**Placed standard cells**

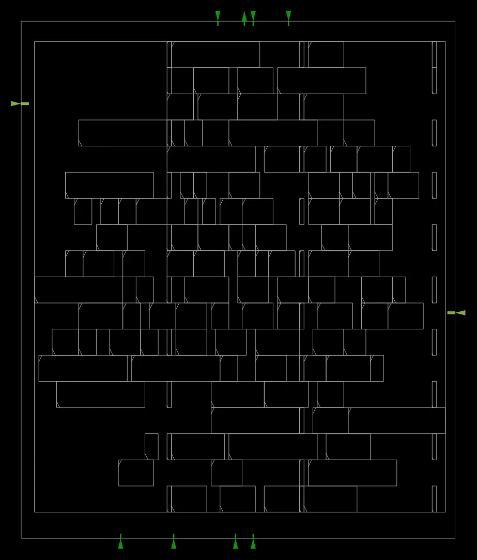
**Routed metal, one colour a layer**

Scale: 4 px per µm. Two of the layers only.
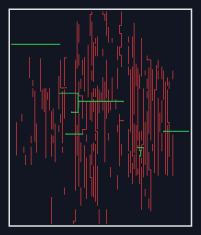
==> config.mk <==
export PLATFORM = sky130hd
export DESIGN_NAME = clock_divider
export DESIGN_NICKNAME = d
export VERILOG_FILES = /design/src/rtl/clock_divider_pkg.sv /design/src/rtl/clock_divider_mux.sv /design/src/rtl/clock_divider.sv
export SDC_FILE = /design/constraint.sdc
export NUM_CORES = 1
export LEC_CHECK = 0
export CAP_MARGIN = 10
export CORE_ASPECT_RATIO = 1.2
export CORE_MARGIN = 1
export CORE_UTILIZATION = 45
export DETAILED_ROUTE_END_ITERATION = 6
export PLACE_DENSITY = 0.71
export SYNTH_ARGS = -nofsm -noshare
export SYNTH_HDL_FRONTEND = slang
export SYNTH_SLANG_ARGS = --single-unit
==> constraint.sdc <==
create_clock -name reference_clk -period 5.35 [get_ports reference_clk]
set_input_delay 1.07 -clock reference_clk [delete_from_list [all_inputs] [get_ports reference_clk]]
set_output_delay 1.07 -clock reference_clk [all_outputs]
set_load 0.005 [all_outputs]
==> summary.txt <==
Purpose: to document the outcome of synthesis and place and route.

Run
Max-cap violations in this run came to 0. The number of OpenROAD warnings is 30.

Final layout
After filler insertion, the fill cell instance count of the layout stands at 208. The fraction of layout cells with a size suffix above 1 is 13.64%. 0 antenna diodes ended up in the layout. At the end of the flow the core is filled with cells to 54.96%. The number of clock-tree buffers in the layout is 8. The portion of the layout cell area used by non-clock buffers is 6.957%. The most frequent logic cell in the layout is sky130_fd_sc_hd__xnor2_1. Excluding fillers, the count of instances in the completed layout stands at 140. The portion of the layout cell area used by clock cells is 5.109%. The share of cell area taken by multi-input logic gates is 54.78%. The final standard cell area without fillers is 1151 µm².

Power
In the power breakdown, the biggest contributor is registers. The power share of the clock group is 31.8%. The power in sequential cells is 0.126 mW. The cell-internal power is 0.2221 mW.

Power spread over the standard cell area amounts to 283.0 nW/µm². The final power report lists total power as 0.3258 mW. The switching part of the total is 31.84%.

Synth
The compound-gate portion of the synthesized area is 9.453%. Synthesis produced 98 cells. The synthesized area is 1006 µm².

The total number of yosys warnings is 0. Yosys reports that the most numerous cell types are sky130_fd_sc_hd__xnor2_1 (16), sky130_fd_sc_hd__dfrtp_1 (13), sky130_fd_sc_hd__nor3_1 (9). The area fraction in and, or, nand and nor cells after synthesis is 16.79%.

The total cell area reported by yosys after synthesis is 1006 µm². Per the synthesis report, the single largest cell type by area occupies 32.34% of cell area. In this run, synthesis inferred 0 flip-flops with an integrated enable.

Timing
For the final database, setup skew stands at 2.208 ps. The worst-case max-slew headroom was logged as 41.87%.

Setup path
On the critical path, the stage with the largest delay is an instance of sky130_fd_sc_hd__clkdlybuf4s50_1. The kind of capture point of the worst setup path is an output port. The kind of critical path is clock port to output port. The minimum setup slack among reg-to-reg paths is 2270 ps. The critical path data arrival time is 3610 ps.

Placed design
The pre-CTS setup check shows a worst slack of 936.7 ps.

Outcome
The run finished with clean final reports.

Routing
The post-detailed-route via-to-cell ratio is 5.286. Detailed-route iteration 0 reported a violation count of 6.

GRT
The largest net degree at the start of global routing is 14. The global route stage reports its total congestion overflow as 0.

Worst hold path
The number of cells on the worst hold path is listed as 2.
## Picture notes: 'placed standard cells'
tapcells inserted: 30
core area: 2095 µm²

## Picture notes: 'routed metal, one colour a layer'
colour	layer	wire length
red	M2	1060 µm
green	M3	47.8 µm
WL final: 1951 µm
per-cell routed wire length: 13.94 µm
Via Count: 740
Global Route Usage Sum: 18.74%

Power figures rest on the tool's default switching activity, not on a simulated workload.
